<file path="config.mk">
export PLATFORM = sky130hd
export DESIGN_NAME = branch_resolve_unit
export DESIGN_NICKNAME = d
export VERILOG_FILES = /design/src/rtl/branch_pkg.sv /design/src/rtl/branch_history_table.sv /design/src/rtl/branch_resolve_unit.sv
export SDC_FILE = /design/constraint.sdc
export NUM_CORES = 1
export LEC_CHECK = 0
export CAP_MARGIN = 20
export CORE_MARGIN = 1.5
export CORE_UTILIZATION = 35
export DETAILED_ROUTE_END_ITERATION = 10
export PLACE_DENSITY_LB_ADDON = 0.08
export SLEW_MARGIN = 10
export SYNTH_ARGS = -nofsm -noshare
export SYNTH_HDL_FRONTEND = slang
export SYNTH_SLANG_ARGS = --single-unit
</file>
<file path="constraint.sdc">
create_clock -name clk -period 5.9 [get_ports clk]
set_clock_uncertainty 0.1 [all_clocks]
set_input_delay 1.18 -clock clk [delete_from_list [all_inputs] [get_ports clk]]
set_output_delay 1.18 -clock clk [all_outputs]
set_load 0.02 [all_outputs]
</file>
<file path="src/rtl/branch_pkg.sv">
// ---------------------------------------------------------------------------
// branch_pkg
//   Shared constants and helpers for the branch resolve unit:
//   - BranchSelect condition encodings
//   - 2-bit branch history counter states
//   - statistics counter width / saturation value
//   - saturating update helpers for history counters and statistics
// ---------------------------------------------------------------------------
package branch_pkg;

  // Condition codes carried on BranchSelect
  localparam logic [2:0] SEL_BLT       = 3'b000;
  localparam logic [2:0] SEL_BGT       = 3'b001;
  localparam logic [2:0] SEL_BEQ       = 3'b010;
  localparam logic [2:0] SEL_BEQ_ALIAS = 3'b011;  // legacy encoding of BEQ
  localparam logic [2:0] SEL_BNE       = 3'b100;
  localparam logic [2:0] SEL_BGE       = 3'b101;
  localparam logic [2:0] SEL_BLE       = 3'b110;
  localparam logic [2:0] SEL_BAL       = 3'b111;

  // Branch history counter states; MSB is the taken prediction
  localparam logic [1:0] BHT_SNT = 2'b00;
  localparam logic [1:0] BHT_WNT = 2'b01;
  localparam logic [1:0] BHT_WT  = 2'b10;
  localparam logic [1:0] BHT_ST  = 2'b11;

  // Statistics counters
  localparam int              STAT_W   = 16;
  localparam logic [STAT_W-1:0] STAT_SAT = {STAT_W{1'b1}};

  // Saturating history counter step toward the resolved direction
  function automatic logic [1:0] bht_next(input logic [1:0] cur, input logic taken);
    logic [1:0] nxt;
    if (taken) begin
      nxt = (cur == BHT_ST) ? BHT_ST : cur + 2'd1;
    end else begin
      nxt = (cur == BHT_SNT) ? BHT_SNT : cur - 2'd1;
    end
    return nxt;
  endfunction

  // Statistics increment that sticks at the all-ones value
  function automatic logic [STAT_W-1:0] sat_inc(input logic [STAT_W-1:0] v, input logic en);
    logic [STAT_W-1:0] nxt;
    nxt = v;
    if (en && (v != STAT_SAT)) begin
      nxt = v + {{(STAT_W-1){1'b0}}, 1'b1};
    end
    return nxt;
  endfunction

endpackage

</file>
<file path="src/rtl/branch_history_table.sv">
// ---------------------------------------------------------------------------
// branch_history_table
//   ENTRIES x 2-bit saturating direction counters.
//   Ports:
//     clk, reset   clock / asynchronous active-high reset (entries -> WNT)
//     rd_idx       combinational lookup index
//     rd_taken     prediction (MSB of the addressed counter)
//     wr_en        update strobe
//     wr_idx       index of the counter to update
//     wr_taken     resolved direction for the update
//   The read port sees the registered counters, so a lookup that hits the
//   entry being updated in the same cycle returns the pre-update value.
// ---------------------------------------------------------------------------
module branch_history_table
  import branch_pkg::*;
#(
  parameter int ENTRIES = 16,
  parameter int IDX_W   = $clog2(ENTRIES)
) (
  input  logic             clk,
  input  logic             reset,
  input  logic [IDX_W-1:0] rd_idx,
  output logic             rd_taken,
  input  logic             wr_en,
  input  logic [IDX_W-1:0] wr_idx,
  input  logic             wr_taken
);

  // Per-entry prediction bits gathered for the read mux
  logic [ENTRIES-1:0] predict_bits;

  genvar gi;
  generate
    for (gi = 0; gi < ENTRIES; gi++) begin : g_entry
      logic [1:0] ctr_q;
      logic [1:0] ctr_d;

      always_comb begin
        ctr_d = ctr_q;
        if (wr_en && (wr_idx == IDX_W'(gi))) begin
          ctr_d = bht_next(ctr_q, wr_taken);
        end
      end

      always_ff @(posedge clk or posedge reset) begin
        if (reset) begin
          ctr_q <= BHT_WNT;
        end else begin
          ctr_q <= ctr_d;
        end
      end

      assign predict_bits[gi] = ctr_q[1];
    end
  endgenerate

  assign rd_taken = predict_bits[rd_idx];

endmodule

</file>
<file path="src/rtl/branch_resolve_unit.sv">
// ---------------------------------------------------------------------------
// branch_resolve_unit
//   Resolves conditional branches / jumps, checks the carried prediction,
//   trains a 2-bit history table, drives a multi-cycle flush on mispredict
//   and keeps saturating branch / mispredict statistics.
//   Ports:
//     clk, reset        clock / asynchronous active-high reset
//     FetchPC           fetch-stage PC for prediction lookup
//     PredictTaken      combinational table prediction for FetchPC
//     ValidIn           resolve-stage instruction valid
//     ResolvePC         PC of the instruction being resolved
//     A, B              compare operands
//     BranchSelect      condition code (see branch_pkg)
//     Branch, Jump      conditional branch / unconditional jump
//     PredictedTaken    prediction that travelled with the instruction
//     Taken             registered resolved direction (holds between resolves)
//     Mispredict        registered one-cycle mispredict pulse
//     FlushOut          registered flush, high FLUSH_CYCLES cycles
//     BranchCount       saturating count of resolved branches and jumps
//     MispredictCount   saturating count of mispredicts
// ---------------------------------------------------------------------------
module branch_resolve_unit
  import branch_pkg::*;
#(
  parameter int WIDTH        = 16,
  parameter int PC_WIDTH     = 16,
  parameter int BHT_ENTRIES  = 16,
  parameter int FLUSH_CYCLES = 2,
  parameter bit SIGNED_CMP   = 1'b1
) (
  input  logic                clk,
  input  logic                reset,
  input  logic [PC_WIDTH-1:0] FetchPC,
  output logic                PredictTaken,
  input  logic                ValidIn,
  input  logic [PC_WIDTH-1:0] ResolvePC,
  input  logic [WIDTH-1:0]    A,
  input  logic [WIDTH-1:0]    B,
  input  logic [2:0]          BranchSelect,
  input  logic                Branch,
  input  logic                Jump,
  input  logic                PredictedTaken,
  output logic                Taken,
  output logic                Mispredict,
  output logic                FlushOut,
  output logic [STAT_W-1:0]   BranchCount,
  output logic [STAT_W-1:0]   MispredictCount
);

  localparam int              IDX_W      = $clog2(BHT_ENTRIES);
  localparam int              FC_W       = $clog2(FLUSH_CYCLES + 1);
  localparam logic [FC_W-1:0] FLUSH_LOAD = FC_W'(FLUSH_CYCLES);

  // -------------------------------------------------------------------------
  // Operand comparison
  // -------------------------------------------------------------------------
  logic lt;
  logic gt;
  logic eq;

  always_comb begin
    if (SIGNED_CMP) begin
      lt = $signed(A) < $signed(B);
      gt = $signed(A) > $signed(B);
    end else begin
      lt = A < B;
      gt = A > B;
    end
    eq = (A == B);
  end

  logic cond_met;

  always_comb begin
    cond_met = 1'b0;
    case (BranchSelect)
      SEL_BLT:       cond_met = lt;
      SEL_BGT:       cond_met = gt;
      SEL_BEQ:       cond_met = eq;
      SEL_BEQ_ALIAS: cond_met = eq;
      SEL_BNE:       cond_met = ~eq;
      SEL_BGE:       cond_met = ~lt;
      SEL_BLE:       cond_met = ~gt;
      SEL_BAL:       cond_met = 1'b1;
      default:       cond_met = 1'b0;
    endcase
  end

  // -------------------------------------------------------------------------
  // Resolve decision
  // -------------------------------------------------------------------------
  logic [FC_W-1:0] flush_cnt_q;
  logic [FC_W-1:0] flush_cnt_d;
  logic            accept;
  logic            taken_calc;
  logic            mispredict_calc;
  logic            bht_wr_en;

  // Anything arriving while the flush counter runs is wrong-path work.
  assign accept          = ValidIn & (flush_cnt_q == '0);
  assign taken_calc      = Jump | (Branch & cond_met);
  // A non-branch that was predicted taken (aliased table hit) also counts.
  assign mispredict_calc = accept & (taken_calc != PredictedTaken);
  // Only conditional branches train the table; jumps would pollute it.
  assign bht_wr_en       = accept & Branch & ~Jump;

  // -------------------------------------------------------------------------
  // History table
  // -------------------------------------------------------------------------
  branch_history_table #(
    .ENTRIES (BHT_ENTRIES),
    .IDX_W   (IDX_W)
  ) u_bht (
    .clk      (clk),
    .reset    (reset),
    .rd_idx   (FetchPC[IDX_W-1:0]),
    .rd_taken (PredictTaken),
    .wr_en    (bht_wr_en),
    .wr_idx   (ResolvePC[IDX_W-1:0]),
    .wr_taken (taken_calc)
  );

  generate
    if (PC_WIDTH > IDX_W) begin : g_pc_upper
      logic unused_pc_upper;
      assign unused_pc_upper = ^{FetchPC[PC_WIDTH-1:IDX_W], ResolvePC[PC_WIDTH-1:IDX_W]};
    end
  endgenerate

  // -------------------------------------------------------------------------
  // State update
  // -------------------------------------------------------------------------
  logic              taken_q;
  logic              taken_d;
  logic              mispredict_q;
  logic              mispredict_d;
  logic              flush_out_q;
  logic              flush_out_d;
  logic [STAT_W-1:0] branch_count_q;
  logic [STAT_W-1:0] branch_count_d;
  logic [STAT_W-1:0] mispredict_count_q;
  logic [STAT_W-1:0] mispredict_count_d;

  always_comb begin
    taken_d            = taken_q;
    mispredict_d       = mispredict_calc;
    flush_cnt_d        = flush_cnt_q;
    branch_count_d     = sat_inc(branch_count_q, accept & (Branch | Jump));
    mispredict_count_d = sat_inc(mispredict_count_q, mispredict_calc);

    if (accept) begin
      taken_d = taken_calc;
    end

    // A mispredict can only be raised with the counter at zero, so load and
    // countdown never compete.
    if (mispredict_calc) begin
      flush_cnt_d = FLUSH_LOAD;
    end else if (flush_cnt_q != '0) begin
      flush_cnt_d = flush_cnt_q - FC_W'(1);
    end

    flush_out_d = (flush_cnt_d != '0);
  end

  always_ff @(posedge clk or posedge reset) begin
    if (reset) begin
      taken_q            <= 1'b0;
      mispredict_q       <= 1'b0;
      flush_cnt_q        <= '0;
      flush_out_q        <= 1'b0;
      branch_count_q     <= '0;
      mispredict_count_q <= '0;
    end else begin
      taken_q            <= taken_d;
      mispredict_q       <= mispredict_d;
      flush_cnt_q        <= flush_cnt_d;
      flush_out_q        <= flush_out_d;
      branch_count_q     <= branch_count_d;
      mispredict_count_q <= mispredict_count_d;
    end
  end

  assign Taken           = taken_q;
  assign Mispredict      = mispredict_q;
  assign FlushOut        = flush_out_q;
  assign BranchCount     = branch_count_q;
  assign MispredictCount = mispredict_count_q;

endmodule

</file>
**Run 1: power grid**

The bar under the picture is 20 microns long. Pins as bars on the die edge. Tap cells in gray.
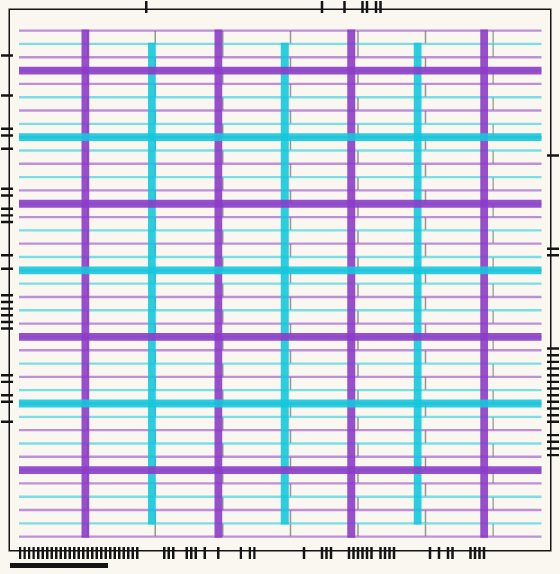
VDD: drawn in cyan. VSS: drawn in purple.
39 met1 rails follow the rows. 109 signal pins sit on the boundary.

**Run 1: wires at chosen ports, followed through buffers**

The bar under the picture is 20 microns long.
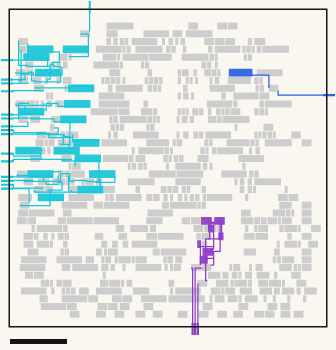
`BranchSelect`: drawn in purple, bits 3, direction input, edge bottom, end cells 7, wire 146 microns. `BranchCount`: drawn in cyan, bits 16, direction output, edge 15 left, 1 top, end cells 16, wire 588 microns. `PredictTaken`: drawn in blue, bits 1, direction output, edge right, end cells 1, wire 28.7 microns.

**Run 1: sequential cells colored by netlist name**

The bar under the picture is 20 microns long. Other sequential cells in the stronger gray, the rest of the logic in the fainter gray.
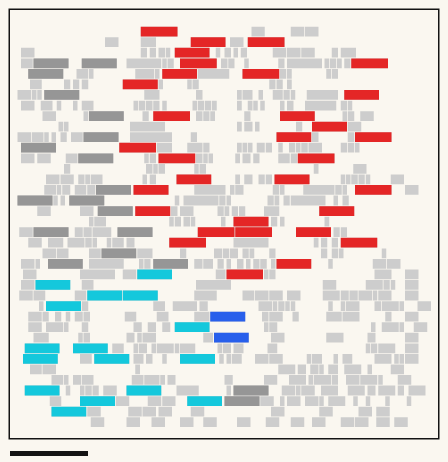
`MispredictCount`: drawn in cyan, sequential cells 16, where lower left. `flush_cnt_q`: drawn in blue, sequential cells 2. `u_bht.g_entry.ctr_q`: drawn in red, sequential cells 32.

==> ci_impl_report.md, run 1 <==
## Implementation flow summary

| Metric | Value |
|---|---|
| Outcome | complete, no violations |
| Global-route wire length before repair | 15400 microns |
| Placeable core area | 0.0110 sq mm |
| R2R Path End | BranchCount[13] |
| Flip-flop and latch count after synthesis | 69 |
| Syn Inst Count | 440 |
| Sequential-to-total area share from yosys stat | 0.434 |
| Routed wire length per instance | 13.7 microns |
| Post-detailed-route via-to-cell ratio | 5.03 |
| Main area contributors | sky130_fd_sc_hd__dfrtp_1 33%, sky130_fd_sc_hd__dfstp_2 10%, sky130_fd_sc_hd__ha_1 5.6% |
| Setup_tns | 0 ns |
| Comb gate area | 0.00213 sq mm |
| CTS Hold Bufs | 0 |
| Buffers and inverters on the worst path | 2 |
| Multi-input gate share of total cell area | 0.399 |
| Setup fix buffers added after clock tree synthesis | 0 |
| Type of the setup path with the least slack | in2out |
| Arrival time reported for the critical path endpoint | 3.45 ns |
| Final Hold Violating Endpoints | 0 |
| Maximum vdd drop | 305 uV |
| Clock-cell share of area | 0.0584 |
| Hpwl dp | 6600 microns |
| Number of antenna cells inserted | 0 |
| Number of well-tap cells placed | 140 |
| Synthesized area per cell | 9.16 sq um |
| Fraction of layout cells with a size suffix above 1 | 0.125 |
| Number of warnings in the stage logs | 50 |
| Clock edge transition at the registers on the reported setup and hold paths | 0.05 ns |
| Largest buffer count on any clock path | 2 |
| Final hold slack | 0.357 ns |
| Die area | 0.0122 sq mm |
| Skew-Pair Late Insertion Delay | 0.34 ns |
| Register share of the cell area | 0.327 |
| TritonCTS Sinks | 69 |
| Leakage | 2.25 nW |
| Crit end category | primary output |
| Area share of the leading cell type in the synthesized netlist | 0.329 |
| Depth of the critical timing path with buffers and inverters included | 4 |
-- run 1: placed cells by master, fill, tap and decap left out, types with 18 or more instances in the layout --
| master | count |
|---|---|
| sky130_fd_sc_hd__xnor2_1 | 19 |
| sky130_fd_sc_hd__nor2_1 | 51 |
| sky130_fd_sc_hd__o21ai_0 | 23 |
| sky130_fd_sc_hd__a21oi_1 | 38 |
| sky130_fd_sc_hd__dfrtp_1 | 53 |
| sky130_fd_sc_hd__ha_1 | 18 |
| sky130_fd_sc_hd__clkdlybuf4s50_1 | 84 |
| sky130_fd_sc_hd__inv_1 | 28 |
| sky130_fd_sc_hd__nand2_1 | 54 |
| sky130_fd_sc_hd__nand3_1 | 29 |
-- run 1: sequential cells by signal, indices dropped and copies added (netlist names) --
register	cells
u_bht.g_entry.ctr_q	32
flush_cnt_q	2
Mispredict	1
FlushOut	1
BranchCount	16
MispredictCount	16
Taken	1
-- run 1: metal layers --
layer | track usage | vias up | wire, microns | part of all wire
li1 | - | 1735 | - | -
met1 | 0.215 | 1595 | 4450 | 0.48
met2 | 0.267 | 58 | 4300 | 0.47
met3 | 0.0412 | 5 | 400 | 0.043
met4 | 0.0485 | 0 | 67 | 0.0073
met5 | 0 | - | 0 | 0
-- run 1: cells by family after synthesis --
family / after synthesis / share of synthesized area
AND-OR/OR-AND: 90 / 0.144
XOR/XNOR: 29 / 0.0649
adder cells (fa/ha/maj): 18 / 0.0559
buffers and inverters: 38 / 0.0379
flip-flops: 69 / 0.434
multiplexers: 11 / 0.0438
AND/OR/NAND/NOR: 185 / 0.220
-- run 1: worst register-to-register path: stages (launching register included) --
cell,delay [ns]
sky130_fd_sc_hd__dfrtp_1,0.43
sky130_fd_sc_hd__nand3_1,0.14
sky130_fd_sc_hd__nor3_1,0.31
sky130_fd_sc_hd__nand3_1,0.18
sky130_fd_sc_hd__nor2_1,0.21
sky130_fd_sc_hd__nand4_1,0.17
sky130_fd_sc_hd__o221a_2,0.33
sky130_fd_sc_hd__and3_1,0.21
sky130_fd_sc_hd__nand3_1,0.16
sky130_fd_sc_hd__inv_1,0.10
sky130_fd_sc_hd__nand3_1,0.10
sky130_fd_sc_hd__xnor2_1,0.11
-- run 1: worst min-delay path by stage --
stage                        start             end  slack (ns)  depth (start not counted)
global placement    flush_cnt_q[0]  flush_cnt_q[0]        0.34                          1
floorplan           flush_cnt_q[0]  flush_cnt_q[0]        0.33                          1
global route        flush_cnt_q[0]  flush_cnt_q[0]        0.38                          1
detailed placement  flush_cnt_q[0]  flush_cnt_q[0]        0.35                          1
CTS                 flush_cnt_q[0]  flush_cnt_q[0]        0.36                          1
finish              flush_cnt_q[0]  flush_cnt_q[0]        0.36                          1
-- run 1: where the power goes --
| part | internal, mW | total [mW] | switching, mW | leakage (nW) |
|---|---|---|---|---|
| Combinational | 0.200 | 0.392 | 0.192 | 1.25 |
| Clock | 0.350 | 0.555 | 0.205 | 0.148 |
| Sequential | 0.562 | 0.646 | 0.0846 | 0.858 |
==> inputs of run 2 (changes only) <==
- clock period: 5.9 -> 4.07 ns (I/O delays scaled with it)
**Run 2: cell density map**

The bar under the picture is 20 microns long. The die is cut into 11 by 11 equal tiles; white is low, dark blue is high, 0 to 100% covered.
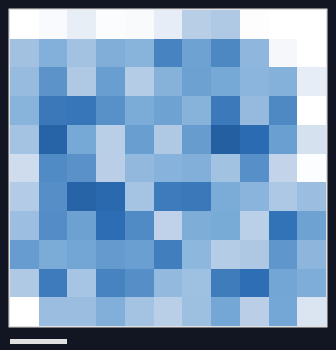
The mean over all tiles is 44%. The fullest tile reaches 81%. The emptiest ninth of the die: upper right. 7.4% of the tiles are nearly empty.

==> run 2 against run 1 <==
  * Largest power group unchanged
  * Area after synthesis unchanged
  * Register-to-register slack worse by 1.8 ns
  * Sequential share of layout area shrank 0.78 points
  * Critical endpoint unchanged
==> ci_impl_report.md, run 2 <==
## Implementation flow summary

| Metric | Value |
|---|---|
| TritonCTS Sinks | 69 |
| Setup_tns | 0 ns |
| R2R Path End | BranchCount[13] |
| Synthesized area per cell | 9.16 sq um |
| Type of the setup path with the least slack | in2out |
| Crit end category | primary output |
| Hold Path Origin | flush_cnt_q[0] |
| Largest reg by FF count | u_bht.g_entry.ctr_q |
| Number of cells on the worst hold path | 1 |
| Number of warnings in the stage logs | 50 |
| Skew-Pair Late Insertion Delay | 0.33 ns |
| Global-route wire length before repair | 15600 microns |
| Most frequently placed logic cell in the final layout | sky130_fd_sc_hd__clkdlybuf4s50_1 |
| Area share of the leading cell type in the synthesized netlist | 0.329 |
| Endpoint, Worst Hold | flush_cnt_q[0] |
| Outcome | complete, no violations |
| Fraction of layout cells with a size suffix above 1 | 0.143 |
| Routed wire length per instance | 13.6 microns |
| Syn Inst Count | 440 |
| Final hold slack | 0.365 ns |
| Post-detailed-route via-to-cell ratio | 5.08 |
| Die area | 0.0122 sq mm |
| Placeable core area | 0.0110 sq mm |
| Final Hold Violating Endpoints | 0 |
| Clock edge transition at the registers on the reported setup and hold paths | 0.06 ns |
| Maximum vdd drop | 421 uV |
| Leakage | 2.34 nW |
| Number of antenna cells inserted | 0 |
-- run 2: worst register-to-register path: stages, from the launching register on --
cell	delay, ns
sky130_fd_sc_hd__dfrtp_1	0.42
sky130_fd_sc_hd__nand3_1	0.14
sky130_fd_sc_hd__nor3_1	0.33
sky130_fd_sc_hd__nand3_1	0.17
sky130_fd_sc_hd__nor2_1	0.18
sky130_fd_sc_hd__nand4_1	0.17
sky130_fd_sc_hd__o221a_2	0.33
sky130_fd_sc_hd__and3_1	0.20
sky130_fd_sc_hd__nand3_1	0.16
sky130_fd_sc_hd__inv_1	0.11
sky130_fd_sc_hd__nand3_1	0.10
sky130_fd_sc_hd__xnor2_1	0.11
-- run 2: layout make-up --
cell class | instances | area (sq um) | area share
tap | 140 | 175 | 0.0321
inverter | 29 | 109 | 0.0199
clock buffer | 10 | 239 | 0.0437
sequential | 69 | 1750 | 0.320
multi-input combinational | 333 | 2140 | 0.391
timing repair buffer | 98 | 971 | 0.178
clock inverter | 6 | 86.3 | 0.0158
-- run 2: kinds of logic (layout without fill, tap and decap cells) --
group                      after synthesis  after routing  share of synthesized area
xor gates and xnor gates                29             29                     0.0649
muxes                                   11             11                     0.0438
adders and majority gates               18             18                     0.0559
and+or+nand+nor                        185            185                      0.220
DFF                                     69             69                      0.434
AOI/OAI and AO/OA                       90             90                      0.144
buffers and inverters                   38            143                     0.0379
-- run 2: where the power goes --
part / switching, mW / internal [mW]
Clock: 0.306 / 0.552
Combinational: 0.283 / 0.311
Sequential: 0.123 / 0.814
-- run 2: repair_timing --
action,CTS,global route
hold buffers,0,0
resized,0,1
endpoints found under the setup margin,0,3
buffers inserted,0,0
-- run 2: per-stage QoR --
stage	utilization	std cells	total power, mW
after floorplan	-	440	1.26
after global placement	0.465	669	1.54
after detailed placement	0.465	669	1.54
after CTS	0.495	685	2.42
after global routing	0.495	685	2.53
final	0.495	685	2.39
-- run 2: how the worst max path moves through the flow --
stage / endpoint / slack (ns) / cells after the start
after detailed placement: MispredictCount[12] / -0.13 / 13
after CTS: PredictTaken / 0.12 / 4
after global routing: MispredictCount[12] / 0.006 / 14
final: PredictTaken / 0.14 / 4
after global placement: MispredictCount[7] / -0.04 / 14
after floorplan: MispredictCount[12] / 0.44 / 13
-- run 2: per-layer routing --
metal / part of all wire / global-route usage
met3: 0.053 / 0.0447
met2: 0.46 / 0.269
met4: 0.013 / 0.0513
met5: 0 / 0
met1: 0.47 / 0.218
Power and IR drop assume default switching activity.
